### M1 wires

Bar = 20 um.
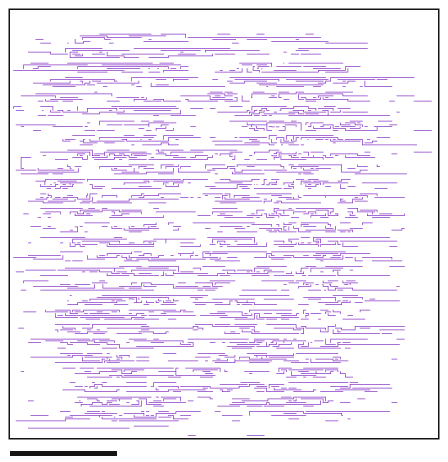
### Signal wires on met2

Bar = 20 um. Cells faint in the background.
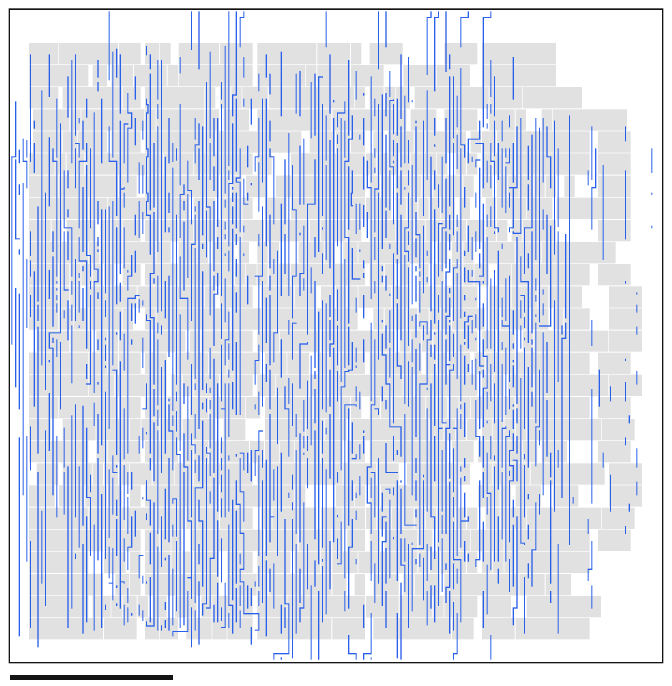
### The metal 3 layer

Bar = 20 um. Cells faint in the background.
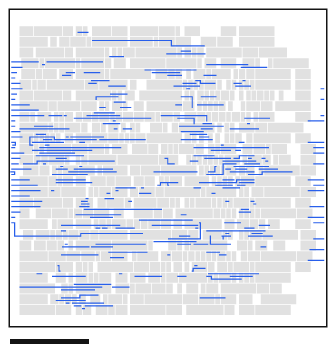
### Metal 4

Bar = 20 um.
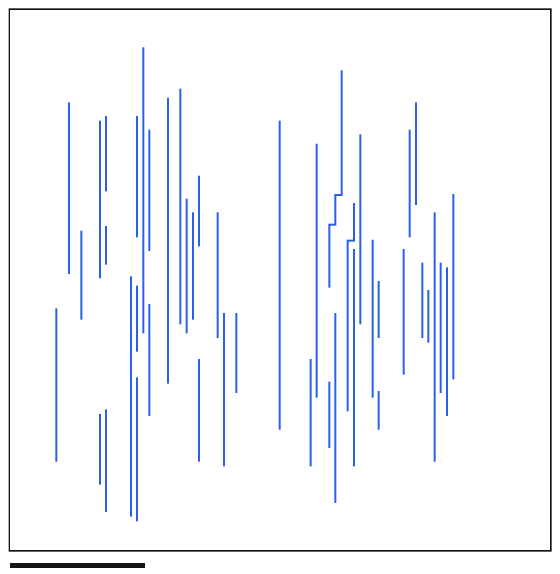
**src/rtl/mips_mc_ctrl.sv**
```systemverilog
// Multi-cycle MIPS control unit: sequences fetch/decode/execute/memory/writeback,
// drives all datapath strobes and selects, and halts on illegal encodings or memory timeouts.
`timescale 1ns/1ps
module mips_mc_ctrl #(
    parameter int unsigned WAIT_LIMIT = 15,
    parameter int unsigned CNT_W      = 32
) (
    input  logic             clk,
    input  logic             rst,
    input  logic [5:0]       opcode,
    input  logic [5:0]       funct,
    input  logic             alu_zero,
    input  logic             mem_ready,
    output logic             mem_req,
    output logic             mem_we,
    output logic             i_or_d,
    output logic             ir_write,
    output logic             pc_write,
    output logic [1:0]       pc_src,
    output logic             reg_write,
    output logic             reg_dst,
    output logic             mem_to_reg,
    output logic             alu_src_a,
    output logic [1:0]       alu_src_b,
    output logic [3:0]       alu_ctrl,
    output logic             halted,
    output logic [1:0]       halt_cause,
    output logic [CNT_W-1:0] retired,
    output logic [3:0]       state
);

    typedef enum logic [3:0] {
        S_IDLE     = 4'd0,
        S_FETCH    = 4'd1,
        S_DECODE   = 4'd2,
        S_MEM_ADDR = 4'd3,
        S_MEM_RD   = 4'd4,
        S_MEM_WB   = 4'd5,
        S_MEM_WR   = 4'd6,
        S_EXEC_R   = 4'd7,
        S_R_WB     = 4'd8,
        S_BRANCH   = 4'd9,
        S_JUMP     = 4'd10,
        S_EXEC_I   = 4'd11,
        S_I_WB     = 4'd12,
        S_HALT     = 4'd15
    } state_t;

    localparam logic [5:0] OP_RTYPE = 6'h00, OP_LW = 6'h23, OP_SW = 6'h2B;
    localparam logic [5:0] OP_BEQ = 6'h04, OP_J = 6'h02, OP_ADDI = 6'h08;
    localparam logic [5:0] FN_ADD = 6'd32, FN_SUB = 6'd34, FN_AND = 6'd36;
    localparam logic [5:0] FN_OR = 6'd37, FN_SLT = 6'd42;
    localparam logic [3:0] ALU_ADD = 4'b0010, ALU_SUB = 4'b0110, ALU_AND = 4'b0000;
    localparam logic [3:0] ALU_OR = 4'b0001, ALU_SLT = 4'b0111;
    localparam logic [7:0] LIMIT_M1 = 8'(WAIT_LIMIT - 1);

    state_t     state_q, state_d;
    logic [7:0] wait_cnt;
    logic       at_limit;
    logic       set_illegal;
    logic       set_timeout;
    logic       retire;

    assign state    = state_q;
    // The access that would push the counter to WAIT_LIMIT is the last one allowed.
    assign at_limit = (wait_cnt == LIMIT_M1);

    always_comb begin
        // NOTE: every output gets a default first so no path through the case infers a latch.
        state_d     = state_q;
        mem_req     = 1'b0;
        mem_we      = 1'b0;
        i_or_d      = 1'b0;
        ir_write    = 1'b0;
        pc_write    = 1'b0;
        pc_src      = 2'b00;
        reg_write   = 1'b0;
        reg_dst     = 1'b0;
        mem_to_reg  = 1'b0;
        alu_src_a   = 1'b0;
        alu_src_b   = 2'b00;
        alu_ctrl    = 4'b0000;
        halted      = 1'b0;
        set_illegal = 1'b0;
        set_timeout = 1'b0;
        retire      = 1'b0;

        case (state_q)
            S_IDLE: state_d = S_FETCH;
            S_FETCH: begin
                mem_req   = 1'b1;
                alu_src_b = 2'b01;
                alu_ctrl  = ALU_ADD;
                if (mem_ready) begin
                    ir_write = 1'b1;
                    pc_write = 1'b1;
                    state_d  = S_DECODE;
                end else if (at_limit) begin
                    set_timeout = 1'b1;
                    state_d     = S_HALT;
                end
            end
            S_DECODE: begin
                alu_src_b = 2'b11;
                alu_ctrl  = ALU_ADD;
                case (opcode)
                    OP_RTYPE: begin
                        case (funct)
                            FN_ADD, FN_SUB, FN_AND, FN_OR, FN_SLT: state_d = S_EXEC_R;
                            default: begin
                                set_illegal = 1'b1;
                                state_d     = S_HALT;
                            end
                        endcase
                    end
                    OP_LW, OP_SW: state_d = S_MEM_ADDR;
                    OP_BEQ:       state_d = S_BRANCH;
                    OP_J:         state_d = S_JUMP;
                    OP_ADDI:      state_d = S_EXEC_I;
                    default: begin
                        set_illegal = 1'b1;
                        state_d     = S_HALT;
                    end
                endcase
            end
            S_EXEC_R: begin
                alu_src_a = 1'b1;
                case (funct)
                    FN_SUB:  alu_ctrl = ALU_SUB;
                    FN_AND:  alu_ctrl = ALU_AND;
                    FN_OR:   alu_ctrl = ALU_OR;
                    FN_SLT:  alu_ctrl = ALU_SLT;
                    default: alu_ctrl = ALU_ADD;
                endcase
                state_d = S_R_WB;
            end
            S_R_WB: begin
                reg_write = 1'b1;
                reg_dst   = 1'b1;
                retire    = 1'b1;
                state_d   = S_FETCH;
            end
            S_MEM_ADDR: begin
                alu_src_a = 1'b1;
                alu_src_b = 2'b10;
                alu_ctrl  = ALU_ADD;
                state_d   = (opcode == OP_SW) ? S_MEM_WR : S_MEM_RD;
            end
            S_MEM_RD: begin
                mem_req = 1'b1;
                i_or_d  = 1'b1;
                if (mem_ready) begin
                    state_d = S_MEM_WB;
                end else if (at_limit) begin
                    set_timeout = 1'b1;
                    state_d     = S_HALT;
                end
            end
            S_MEM_WB: begin
                reg_write  = 1'b1;
                mem_to_reg = 1'b1;
                retire     = 1'b1;
                state_d    = S_FETCH;
            end
            S_MEM_WR: begin
                mem_req = 1'b1;
                mem_we  = 1'b1;
                i_or_d  = 1'b1;
                if (mem_ready) begin
                    retire  = 1'b1;
                    state_d = S_FETCH;
                end else if (at_limit) begin
                    set_timeout = 1'b1;
                    state_d     = S_HALT;
                end
            end
            S_BRANCH: begin
                alu_src_a = 1'b1;
                alu_ctrl  = ALU_SUB;
                pc_src    = 2'b01;
                pc_write  = alu_zero;
                retire    = 1'b1;
                state_d   = S_FETCH;
            end
            S_JUMP: begin
                pc_write = 1'b1;
                pc_src   = 2'b10;
                retire   = 1'b1;
                state_d  = S_FETCH;
            end
            S_EXEC_I: begin
                alu_src_a = 1'b1;
                alu_src_b = 2'b10;
                alu_ctrl  = ALU_ADD;
                state_d   = S_I_WB;
            end
            S_I_WB: begin
                reg_write = 1'b1;
                retire    = 1'b1;
                state_d   = S_FETCH;
            end
            S_HALT:  halted  = 1'b1;
            default: state_d = S_IDLE;
        endcase
    end

    always_ff @(posedge clk or posedge rst) begin
        if (rst) begin
            state_q    <= S_IDLE;
            wait_cnt   <= '0;
            retired    <= '0;
            halt_cause <= 2'b00;
        end else begin
            // NOTE: non-blocking assignments so every register samples pre-edge values.
            state_q <= state_d;
            if (retire)
                retired <= retired + CNT_W'(1);
            if (set_illegal)
                halt_cause <= 2'b01;
            else if (set_timeout)
                halt_cause <= 2'b10;
            // Only an unanswered request that stays in the same state keeps counting.
            if (state_d != state_q || mem_ready || !mem_req)
                wait_cnt <= '0;
            else
                wait_cnt <= wait_cnt + 8'd1;
        end
    end

endmodule

```
**config.mk**
```make
export PLATFORM = sky130hd
export DESIGN_NAME = mips_mc_ctrl
export DESIGN_NICKNAME = d
export VERILOG_FILES = /design/src/rtl/mips_mc_ctrl.sv
export SDC_FILE = /design/constraint.sdc
export NUM_CORES = 1
export LEC_CHECK = 0
export ABC_AREA = 1
export CORE_MARGIN = 2
export CORE_UTILIZATION = 52
export CTS_BUF_LIST = sky130_fd_sc_hd__clkbuf_8
export DETAILED_ROUTE_END_ITERATION = 8
export GPL_TIMING_DRIVEN = 0
export HOLD_SLACK_MARGIN = 0.15
export PLACE_DENSITY = 0.92
export SYNTH_ARGS = -nofsm -noshare
export SYNTH_HDL_FRONTEND = slang
export SYNTH_SLANG_ARGS = --single-unit
```
**constraint.sdc**
```tcl
create_clock -name clk -period 1.77 [get_ports clk]
set_input_delay 0.354 -clock clk [delete_from_list [all_inputs] [get_ports clk]]
set_output_delay 0.354 -clock clk [all_outputs]
set_load 0.1 [all_outputs]
```
==> run summary <==
Notes on the physical design

In this run the register-to-register setup slack is -0.36 ns. The termination of the worst setup path is wait_cnt[3]$_DFF_PP0_. Sorting the synthesized cells by how often they occur yields sky130_fd_sc_hd__nand2_1, sky130_fd_sc_hd__nor2_1, sky130_fd_sc_hd__inv_1. The design draws 7.88 mW. The warning tally printed by Yosys for this design is 0. The stat command in Yosys gives a chip area of around 3000 um^2. The count of final max-slew check failures is 0. The run finished, with violations left.

Synthesis produced a netlist whose cell count is 424. On the critical path the data arrives at 2.38 ns. Measured along the y axis, the die boundary spans 80.2 um.

The net count entering floorplan is roughly 440. Walking the worst path, the cells encountered are buf_12, nor2_4, nand2_2, buf_12, o21ai_0, nand2_1, nand4_1, nand2_4, nor3_2. The routed design shows a via density per instance of 6.15.

For the final routed database, the setup TNS stands at -9.97 ns. The first global-routing pass estimated between 15000 and 20000 um of wire. The count of buffer and inverter cells on the critical path is 2. After clock tree synthesis, the flow added hold-fix buffers numbering 0. The maximum clock skew at final layout is 0.00918 ns. In the CTS report, the clock slew at the register clock pins of the worst setup and hold paths is listed as 0.10 ns. IR analysis of the VDD net gives a maximum drop of 1.68 mV. The via count of the first global-routing pass came to 3292.

The CTS buffer count is 5. The final reports fail on setup timing. After legalization and detailed placement, the total HPWL measured 6090 um. The required time reported for the critical path endpoint is 2.01 ns.

According to the report, the first pass of detailed routing completed in 5 iterations. The launch instance of the worst register-to-register path is state[2]$_DFF_PP0_. In this run, synthesis produced a sequential element count of 46. According to the floorplan log, the row count is 27. A synthesized cell averages 7.11 um^2.

The number of H-tree branching levels is 2. The final worst-path setup slack is -0.365 ns. Setup repair after global routing could not meet its margin everywhere. The start-to-end type of the worst setup path is register to register. The highest net fanout along the worst path is 8. Counting stages on the worst path, the most repeated cell is sky130_fd_sc_hd__buf_12.

In this run the power density over the cells is 1580 nW/um^2. In the synthesized netlist the async set-or-reset flop fraction comes to 100%. Looking at the critical path, the single cell with the biggest stage delay is sky130_fd_sc_hd__dfrtp_4.

The most utilized layer in the global route result is met2. The post-layout instance count excluding filler cells is 617. The overall fraction of global-route tracks in use is 29.9%. The initial antenna violation count is 0. Cells with a size suffix above 1 make up 38.3% of the layout. The most area-hungry cell type in the Yosys netlist is sky130_fd_sc_hd__dfrtp_1. The netlist area before placement is 3020 um^2.

The number of fill cells is 219. The worst setup path is captured at a register. The final number of setup-violating endpoints is approximately 60. The worst flop-to-flop path endpoint is wait_cnt[3]$_DFF_PP0_. Per the OpenROAD floorplan log, the area of the core is between 5000 and 6000 um^2. After global routing the overflow that remains totals 0. The root buffer cell chosen for the clock tree is sky130_fd_sc_hd__clkbuf_8. The classification of the worst-slack hold path is input port to asynchronous set/reset pin. The overall die size recorded for this design is 6420 um^2. The max-cap check violation count is 0.

The maximum clock rate is 468 MHz. After detailed routing, the number of remaining DRC violations is 0. The longest clock path from root to sink contains 2 buffers.
Back to the opening pictures, 'M1 wires':
main direction: horizontal
longest straight run: 24.8 um
wire length on this layer: 4390 um
share of all routed wire: 35%
nets with wire on the layer: 506
met1 track utilization from global routing: 33.9%
count of vias placed by the detailed router: 3793
overall routed net length: 12600 um

Back to the opening pictures, 'Signal wires on met2':
longest straight run: 52.7 um
wire length on this layer: 6070 um
nets with wire on the layer: 517
Global Route met2 Usage: 54.3%

Back to the opening pictures, 'The metal 3 layer':
main direction: horizontal
longest straight run: 20.7 um
nets with wire on the layer: 178
share of all routed wire: 9.6%

Back to the opening pictures, 'Metal 4':
wire length on this layer: 945 um
nets with wire on the layer: 45
longest straight run: 45.6 um

-- layout make-up --
type	count	area (um^2)	area share, %
sequential	46	1170	23.5
timing repair buffer	113	1260	25.2
clock inverter	3	40.0	0.801
multi-input combinational	311	2030	40.6
inverter	61	270	5.40
tap	72	90.1	1.80
clock buffer	5	68.8	1.38
buffer	6	67.6	1.35
-- per-stage QoR --
| stage | utilization (%) | cell area [um^2] |
|---|---|---|
| 4_1_cts | 82.7 | 4580 |
| 6_report | 90.3 | 5000 |
| 5_1_grt | 90.3 | 5000 |
| 2_1_floorplan | - | 3250 |
| 3_5_place_dp | 73.1 | 4050 |
| 3_3_place_gp | 72.7 | 4030 |
-- logic make-up (layout without fill, tap and decap cells) --
| kind of cell | Yosys count | count (layout) | synth area share [%] |
|---|---|---|---|
| adders and majority gates | 3 | 3 | 1.24 |
| and+or+nand+nor | 244 | 244 | 35.7 |
| other | 1 | 1 | 0.124 |
| AOI/OAI and AO/OA | 30 | 30 | 6.10 |
| DFF | 46 | 46 | 38.2 |
| xor gates and xnor gates | 33 | 33 | 9.59 |
| buffers and inverters | 67 | 188 | 9.05 |
-- registers in the layout (all words and copies together) (netlist names) --
name / cells
retired: 32
wait_cnt: 8
state: 4
halt_cause: 2
-- per-layer routing --
metal,vias to the layer above,share of wire (%)
met4,0,7.5
met2,359,48
met5,-,0
met3,91,9.6
met1,1767,35
li1,1576,-
-- report_power, final --
part / switching [mW] / total [mW] / internal (mW)
Combinational: 3.69 / 5.59 / 1.90
Sequential: 0.261 / 1.47 / 1.21
Clock: 0.404 / 0.820 / 0.417
Total: 4.35 / 7.88 / 3.52
Power is estimated from default activity; no workload was simulated.
